[src/rtl/miriscv_arb_pkg.sv]
// rtl/miriscv_arb_pkg.sv - shared types and constants for the data-port arbiter
package miriscv_arb_pkg;

    typedef enum logic {
        ARB    = 1'b0,
        LOCKED = 1'b1
    } arb_state_e;

    localparam int N_MASTERS = 2;
    localparam int MST_LSU   = 0;
    localparam int MST_DMA   = 1;

endpackage

[src/rtl/miriscv_rr_arb2.sv]
// rtl/miriscv_rr_arb2.sv - combinational two-way grant selection from request and priority pointer
module miriscv_rr_arb2
    import miriscv_arb_pkg::*;
(
    input  logic [N_MASTERS-1:0] req,
    input  logic                 prio,
    output logic [N_MASTERS-1:0] gnt
);

    // A lone requester always wins; on contention the master named by prio wins.
    always_comb begin
        gnt          = '0;
        gnt[MST_LSU] = req[MST_LSU] & (~req[MST_DMA] | ~prio);
        gnt[MST_DMA] = req[MST_DMA] & (~req[MST_LSU] |  prio);
    end

endmodule

[src/rtl/miriscv_data_arb.sv]
// rtl/miriscv_data_arb.sv - two-master round-robin arbiter with DMA lock in front of the RAM data port
module miriscv_data_arb
    import miriscv_arb_pkg::*;
#(
    parameter int RAM_SIZE = 256,
    parameter int LOCK_MAX = 16
) (
    input  logic                        clk,
    input  logic                        rst_n_i,
    input  logic [N_MASTERS-1:0]        m_req_i,
    input  logic [N_MASTERS-1:0]        m_we_i,
    input  logic [N_MASTERS-1:0][3:0]   m_be_i,
    input  logic [N_MASTERS-1:0][31:0]  m_addr_i,
    input  logic [N_MASTERS-1:0][31:0]  m_wdata_i,
    input  logic                        m1_lock_i,
    output logic [N_MASTERS-1:0]        m_gnt_o,
    output logic [N_MASTERS-1:0]        m_rvalid_o,
    output logic [N_MASTERS-1:0]        m_err_o,
    output logic [31:0]                 m_rdata_o,
    output logic                        data_req_o,
    output logic                        data_we_o,
    output logic [3:0]                  data_be_o,
    output logic [31:0]                 data_addr_o,
    output logic [31:0]                 data_wdata_o,
    input  logic [31:0]                 data_rdata_i
);

    localparam int               CNT_W      = $clog2(LOCK_MAX + 1);
    localparam logic [CNT_W-1:0] LOCK_LIMIT = CNT_W'(LOCK_MAX);
    localparam logic [31:0]      ADDR_LIMIT = 32'(RAM_SIZE);

    arb_state_e       state_q, state_d;
    logic             prio_q, prio_d;
    logic [CNT_W-1:0] lock_cnt_q, lock_cnt_d;
    logic [CNT_W-1:0] lock_inc;
    logic             resp_valid_q;
    logic             resp_owner_q;
    logic             rsp_err_q;

    logic [N_MASTERS-1:0] rr_gnt;
    logic [N_MASTERS-1:0] gnt;
    logic                 any_gnt;
    logic                 sel;
    logic                 in_range;

    miriscv_rr_arb2 u_rr_arb2 (
        .req  (m_req_i),
        .prio (prio_q),
        .gnt  (rr_gnt)
    );

    // While locked only the DMA may be granted; reset suppresses every grant.
    always_comb begin
        gnt = '0;
        if (rst_n_i) begin
            if (state_q == LOCKED) begin
                gnt[MST_DMA] = m_req_i[MST_DMA];
            end else begin
                gnt = rr_gnt;
            end
        end
    end

    assign any_gnt  = |gnt;
    assign sel      = gnt[MST_DMA];
    assign in_range = m_addr_i[sel] < ADDR_LIMIT;
    assign lock_inc = lock_cnt_q + 1'b1;

    assign m_gnt_o      = gnt;
    assign data_req_o   = any_gnt & in_range;
    assign data_we_o    = data_req_o & m_we_i[sel];
    assign data_be_o    = any_gnt ? m_be_i[sel]    : 4'h0;
    assign data_addr_o  = any_gnt ? m_addr_i[sel]  : 32'h0;
    assign data_wdata_o = any_gnt ? m_wdata_i[sel] : 32'h0;

    always_comb begin
        state_d    = state_q;
        prio_d     = prio_q;
        lock_cnt_d = lock_cnt_q;
        if (any_gnt) begin
            prio_d = ~sel;
        end
        case (state_q)
            ARB: begin
                if (gnt[MST_DMA] && m1_lock_i) begin
                    lock_cnt_d = CNT_W'(1);
                    // A one-grant lock budget is exhausted by the locking grant itself.
                    if (LOCK_MAX == 1) begin
                        prio_d = 1'b0;
                    end else begin
                        state_d = LOCKED;
                    end
                end
            end
            LOCKED: begin
                if (gnt[MST_DMA]) begin
                    lock_cnt_d = lock_inc;
                end
                if (gnt[MST_DMA] && lock_inc == LOCK_LIMIT) begin
                    state_d = ARB;
                    prio_d  = 1'b0;
                end else if (!m1_lock_i) begin
                    state_d = ARB;
                end
            end
            default: state_d = ARB;
        endcase
    end

    always_ff @(posedge clk) begin
        if (!rst_n_i) begin
            state_q      <= ARB;
            prio_q       <= 1'b0;
            lock_cnt_q   <= '0;
            resp_valid_q <= 1'b0;
            resp_owner_q <= 1'b0;
            rsp_err_q    <= 1'b0;
        end else begin
            state_q      <= state_d;
            prio_q       <= prio_d;
            lock_cnt_q   <= lock_cnt_d;
            resp_valid_q <= any_gnt;
            resp_owner_q <= sel;
            rsp_err_q    <= any_gnt & ~in_range;
        end
    end

    // Response for last cycle's grant lines up with the RAM's registered read data.
    always_comb begin
        m_rvalid_o               = '0;
        m_err_o                  = '0;
        m_rvalid_o[resp_owner_q] = resp_valid_q;
        m_err_o[resp_owner_q]    = resp_valid_q & rsp_err_q;
        m_rdata_o                = rsp_err_q ? 32'h0 : data_rdata_i;
    end

endmodule

[config.mk]
export PLATFORM = sky130hd
export DESIGN_NAME = miriscv_data_arb
export DESIGN_NICKNAME = d
export VERILOG_FILES = /design/src/rtl/miriscv_arb_pkg.sv /design/src/rtl/miriscv_rr_arb2.sv /design/src/rtl/miriscv_data_arb.sv
export SDC_FILE = /design/constraint.sdc
export NUM_CORES = 1
export LEC_CHECK = 0
export CORE_AREA = 8 8 104 106
export DETAILED_ROUTE_END_ITERATION = 16
export DIE_AREA = 0 0 112 114
export GPL_TIMING_DRIVEN = 1
export PLACE_DENSITY = 0.84
export SYNTH_ARGS = -nofsm -noshare
export SYNTH_HDL_FRONTEND = slang
export SYNTH_HIERARCHICAL = 1
export SYNTH_SLANG_ARGS = --single-unit
export TNS_END_PERCENT = 1
[constraint.sdc]
create_clock -name clk -period 3.2 [get_ports clk]
set_input_delay 0.64 -clock clk [delete_from_list [all_inputs] [get_ports clk]]
set_output_delay 0.64 -clock clk [all_outputs]
set_load 0.05 [all_outputs]
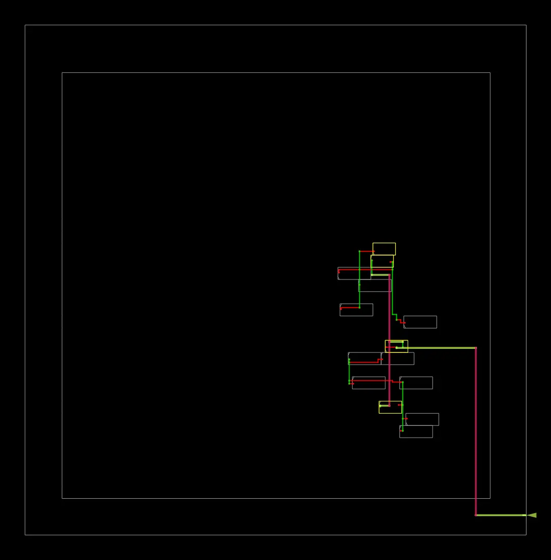
(run_1/clocks.png)
Clock group: 0.161 mW
CTS buffer count: 3

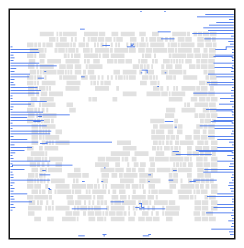
(run_1/layer_met3.png)
Drawn at 2 px/um. Cells faint in the background.
main direction = horizontal
longest straight run = 32.9 um
nets with wire on the layer = 173
wire length on this layer = 1180 um
via count: 3488
drt total wl: 13100 um
met3 GRT Util: 6.23%

==> run notes, run 1 <==
run results: Die Span Y 114 um, internal power around 0.8 mW, P_comb roughly 1.2 mW, pre-CTS WS -0.00753 ns, total gr overflow 0, FF+latch area 200 um2, DR WL met3 between 1000 and 1500 um, number of cells in Yosys stat ~340, most instantiated logic cells after routing clkdlybuf4s50_1, nand2_1, buf_12, Slew Viols, Final 0, first-pass GRT wire length a little under 20000 um, Complex Gates by Area slightly below 8%, setup TNS -0.00398 ns, final setup vio count 1, kind of critical path in -> out, root buffer cell clkbuf_8, Top pwr grp combinational cells, Post-DP Area 5590 um2, dominant delay contributor by cell family on the critical path multiplexers, Final Cycle Share 100%, synthesized netlist cell count 344, Worst Slack Setup Final -0.00398 ns, yosys simple share between 60% and 70%, Reg-to-Reg Start state_q, H-tree depth 1, Layout Nets slightly below 800, post-route cell area 5660 um2, worst r2r dst rsp_err_q, GR peak layer met2, final core area utilization 62.1%, top cells by area nand2_1, nand3_1, nor2b_1, max reg flops 5, I/O pins 283, Synth area leader nand2_1, top cell type's share of synthesized area between 20% and 30%, wl on met1 ~4600 um, Buf+Inv Stages, Crit Path 2, Seq power approximately 0.14 mW, Insertion Delay late pin around 0.24 ns, TritonCTS clock tree built, multi-input gates between 300 and 400, OpenROAD warnings 28, count of library flops with an enable pin 0, cts hold-fix bufs 0, CTS clk-pin slew, worst paths about 0.050 ns, Vias per Instance 4.79, Iter 0 DRT Violations 236, Biggest Area Class non-clock buffers, initial antenna violation count 0, failing checks setup timing, CLK BUF 4, cell count of the worst hold path 2, P per Cell Area 265 nW/um2, FF-to-FF path depth 4, Synth flops 10, Initial DRT Pass Iterations 7, crit end category output pin, worst hold path class reg -> reg, cts repair resizes 1, Mapped Nets 521, slew at the pin closest to its max-slew limit 0.545 ns, largest net degree at the start of global routing 38, Sequential Power Share 9.1%, Logic inverters 3, Async S/R FF share, synth 0%, fp_density 20.7%, Post-synth seq share 10.6%, Top FF cell, synth dfxtp_1, Slew HR 63.5%, fillers 751, GR Layer Usage met1 between 10% and 20%, status finished, violations left, WP data arrival 2.56 ns, worst hold margin 0.539 ns, vias in the first global route between 3000 and 4000, chip area 12800 um2, Worst path depth 7, sequential share of cell area 3.54%, end of the critical path data_we_o, Multiplexer share 1.20%, Port Buffer Count between 200 and 300
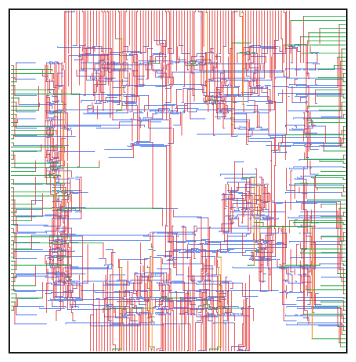
(run_1/wires.png)
Drawn at 3 px/um.
green -> metal 3  # wire length 1180 um
red -> metal 2  # wire length 6950 um
orange -> metal 4  # wire length 392 um
blue -> metal 1  # wire length 4580 um
total track usage: 19.0%
routed length per instance: 18.0 um

==> run_1/layer_met2.png <==
Drawn at 2 px/um.
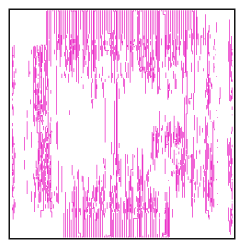

--- run 2 (diff from run 1) ---
--- a/config.mk
+++ b/config.mk
@@ -6,8 +6,10 @@
 export NUM_CORES = 1
 export LEC_CHECK = 0
+export CAP_MARGIN = 15
 export CORE_AREA = 8 8 104 106
 export DETAILED_ROUTE_END_ITERATION = 16
 export DIE_AREA = 0 0 112 114
 export GPL_TIMING_DRIVEN = 1
+export HOLD_SLACK_MARGIN = 0.08
 export PLACE_DENSITY = 0.84
 export SYNTH_ARGS = -nofsm -noshare
==> constraint.sdc (replaced) <==
create_clock -name clk -period 3.2 [get_ports clk]
set_input_delay 0.64 -clock clk [delete_from_list [all_inputs] [get_ports clk]]
set_output_delay 0.64 -clock clk [all_outputs]
set_load 0.1 [all_outputs]
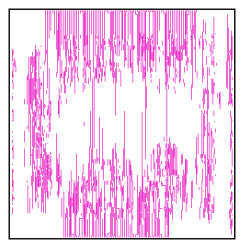
(run_2/layer_met2.png)
Drawn at 2 px/um.
nets with wire on the layer = 673
share of all routed wire = 54%
main direction = vertical
wire length on this layer = 7430 um
longest straight run = 53.0 um
drt total wl: 13600 um
via count: 3476

==> run notes, run 2 <==
run results: status complete, no violations, Complex Gates by Area 7.77% (unchanged), cell count of the worst hold path 2 (unchanged), final core area utilization 61.8% (-0.37 points), I/O pins 283 (unchanged), yosys simple share 69.3% (unchanged), crit end category output pin, sequential share of cell area 3.56% (+0.021 points), RSZ-0062 raised after global routing false, Top FF cell, synth dfxtp_1, Multiplexer share 1.20% (unchanged), max reg flops 5 (unchanged), internal power 0.802 mW (-1.4%), Async S/R FF share, synth 0% (unchanged), fp_density 20.7% (unchanged), P_comb 1.60 mW (+32%), Insertion Delay late pin 0.24 ns (about the same), Logic inverters 3 (unchanged), Vias per Instance 4.77 (-0.34%), post-route cell area 5630 um2 (-0.60%), HPWL Detailed 11600 um, Post-DP Area 5480 um2 (-1.9%), CTS clk-pin slew, worst paths 0.05 ns (about the same), P per Cell Area 338 nW/um2 (+27%), kind of critical path in -> out, Synth flops 10 (unchanged), Die Span Y 114 um (unchanged), Worst path depth 6 (-1), Sequential Power Share 7.3% (-1.8 points), Biggest Area Class non-clock buffers, met3 GRT Util 6.18% (-0.053 points), most instantiated logic cells after routing clkdlybuf4s50_1, nand2_1, buf_12, worst r2r dst rsp_err_q, OpenROAD warnings 29 (+3.6%), Seq power 0.139 mW (about the same), end of the critical path data_we_o, CTS buffer count 3 (unchanged), FF-to-FF path depth 5 (+1), Port Buffer Count 282 (unchanged), Layout Nets 795 (unchanged), top cells by area nand2_1, nand3_1, nor2b_1, dominant delay contributor by cell family on the critical path buffers and inverters, Logic pwr share 84.1%, root buffer cell clkbuf_8, initial antenna violation count 0 (unchanged), H-tree depth 1 (unchanged), vias in the first global route 3685 (+1.2%), top cell type's share of synthesized area 28.1% (unchanged), top comb family, area simple AND/OR/NAND/NOR gates, final setup vio count 0 (-1), first-pass GRT wire length 20300 um (+4.5%), Worst Slack Setup Final 0.0887 ns (+0.0927 ns), total gr overflow 0 (unchanged), FF+latch area 200 um2 (unchanged), CLK BUF 4 (unchanged), antenna-violating nets left 0, Buf+Inv Stages, Crit Path 2 (unchanged), number of cells in Yosys stat 344 (unchanged), Final Cycle Share 97.2% (-2.9 points), cts repair resizes 6 (+5), clk buf depth 2, Clock group 0.163 mW (about the same), WP data arrival 2.47 ns (-0.09 ns), cts hold-fix bufs 0 (unchanged), setup TNS 0 ns (+0.00398 ns), GR peak layer met2, worst hold margin 0.526 ns (-0.0133 ns), clock-cell share of area 0.978%, Slew Viols, Final 0 (unchanged), multi-input gates 304 (unchanged), Iter 0 DRT Violations 209 (-11%), worst hold path class reg -> reg, Crit-path slowest cell or4_4, slew at the pin closest to its max-slew limit 0.627 ns (+0.0814 ns), Core Area 9110 um2, largest net degree at the start of global routing 44 (+16%), DR WL met3 1210 um (+2.4%), Mapped Nets 521 (unchanged), pre-CTS WS -0.0759 ns (-0.0683 ns), chip area 12800 um2 (unchanged), GR Layer Usage met1 19.7% (+1.6 points), fillers 748 (-0.40%), wl on met1 4770 um (+4.1%), Post-CTS Setup Inserts 0, Initial DRT Pass Iterations 4 (-3), Post-synth seq share 10.6% (unchanged), Synth area leader nand2_1, count of library flops with an enable pin 0 (unchanged), TritonCTS clock tree built, Reg-to-Reg Start state_q, Slew HR 57.8% (-5.8 points), synthesized netlist cell count 344 (unchanged), Top pwr grp combinational cells
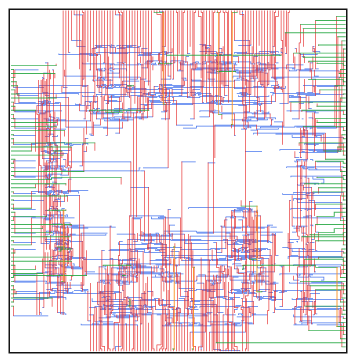
(run_2/wires.png)
Drawn at 3 px/um.
green -> metal 3  # wire length 1210 um
orange -> metal 4  # wire length 235 um
blue -> metal 1  # wire length 4770 um
red -> metal 2  # wire length 7430 um
routed length per instance: 18.7 um
total track usage: 19.8%

==> run_2/layer_met3.png <==
Drawn at 2 px/um. Cells faint in the background.
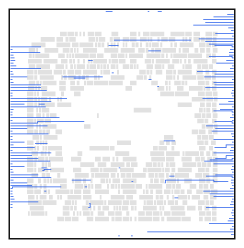

--- run 3 (diff from run 2) ---
Settings changed: CAP_MARGIN 15 to 20, DONT_BUFFER_PORTS from default to 1, PLACE_DENSITY 0.84 to 0.45.
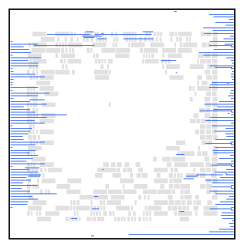
(run_3/layer_met3.png)
Drawn at 2 px/um. Cells faint in the background.
longest straight run = 52.2 um
wire length on this layer = 1420 um
nets with wire on the layer = 160
main direction = horizontal
met3 GRT Util: 6.71%
drt total wl: 11000 um
via count: 2708

==> run notes, run 3 <==
run results: status complete, no violations, Slew Viols, Final 0 (unchanged), final core area utilization 41.3% (-20 points), root buffer cell clkbuf_8, crit end category output pin, first-pass GRT wire length 15800 um (-22%), P_comb 1.35 mW (-16%), kind of critical path in -> out, FF-to-FF path depth 7 (+2), vias in the first global route 2817 (-24%), wl on met1 3310 um (-31%), worst hold margin 0.513 ns (-0.0131 ns), GR Layer Usage met1 14.1% (-5.6 points), clock-cell share of area 1.46% (+0.48 points), Top FF cell, synth dfxtp_1, top cells by area nand2_1, nand3_1, nor2b_1, Initial DRT Pass Iterations 4 (unchanged), clk buf depth 2 (unchanged), Synth flops 10 (unchanged), top comb family, area simple AND/OR/NAND/NOR gates, Insertion Delay late pin 0.24 ns (about the same), routed length per instance 20.1 um (+7.2%), post-route cell area 3760 um2 (-33%), most instantiated logic cells after routing nand2_1, nand3_1, buf_12, OpenROAD warnings 28 (-3.4%), synthesized netlist cell count 344 (unchanged), CLK BUF 4 (unchanged), pre-CTS WS 0.317 ns (+0.392 ns), Multiplexer share 1.20% (unchanged), Core Area 9110 um2 (unchanged), count of library flops with an enable pin 0 (unchanged), Post-synth seq share 10.6% (unchanged), total gr overflow 0 (unchanged), Logic inverters 3 (unchanged), RSZ-0062 raised after global routing false, Buf+Inv Stages, Crit Path 1 (-1), I/O pins 283 (unchanged), Async S/R FF share, synth 0% (unchanged), sequential share of cell area 5.32% (+1.8 points), Top pwr grp combinational cells, Port Buffer Count 0 (-100%), dominant delay contributor by cell family on the critical path AND-OR/OR-AND gates, P per Cell Area 439 nW/um2 (+30%), TritonCTS clock tree built, Synth area leader nand2_1, Iter 0 DRT Violations 173 (-17%), Reg-to-Reg Start prio_q, cell count of the worst hold path 2 (unchanged), Post-CTS Setup Inserts 0 (unchanged), Logic pwr share 81.6% (-2.5 points), Sequential Power Share 8.6% (+1.3 points), total track usage 15.6% (-4.2 points), max reg flops 5 (unchanged), Crit-path slowest cell or4_1, initial antenna violation count 1 (+1), worst hold path class reg -> reg, Slew HR 34.5% (-23 points), slew at the pin closest to its max-slew limit 0.989 ns (+0.362 ns), internal power 0.605 mW (-24%), Die Span Y 114 um (unchanged), number of cells in Yosys stat 344 (unchanged), Complex Gates by Area 7.77% (unchanged), cts hold-fix bufs 0 (unchanged), Post-DP Area 3710 um2 (-32%), Worst Slack Setup Final 0.334 ns (+0.245 ns), HPWL Detailed 9730 um (-16%), H-tree depth 1 (unchanged), Layout Nets 613 (-23%), Seq power 0.142 mW (about the same), chip area 12800 um2 (unchanged), fp_density 20.7% (unchanged), top cell type's share of synthesized area 28.1% (unchanged), Final Cycle Share 89.6% (-7.7 points), Worst path depth 5 (-1), largest net degree at the start of global routing 40 (-9.1%), GR peak layer met2, FF+latch area 200 um2 (unchanged), Clock group 0.161 mW (about the same)
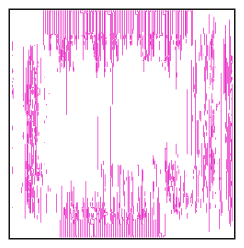
(run_3/layer_met2.png)
Drawn at 2 px/um.
wire length on this layer = 6040 um
main direction = vertical
nets with wire on the layer = 512
longest straight run = 71.2 um
share of all routed wire = 55%
met2 GRT Util: 31.1%

Power figures rest on the tool's default switching activity, not on a simulated workload.
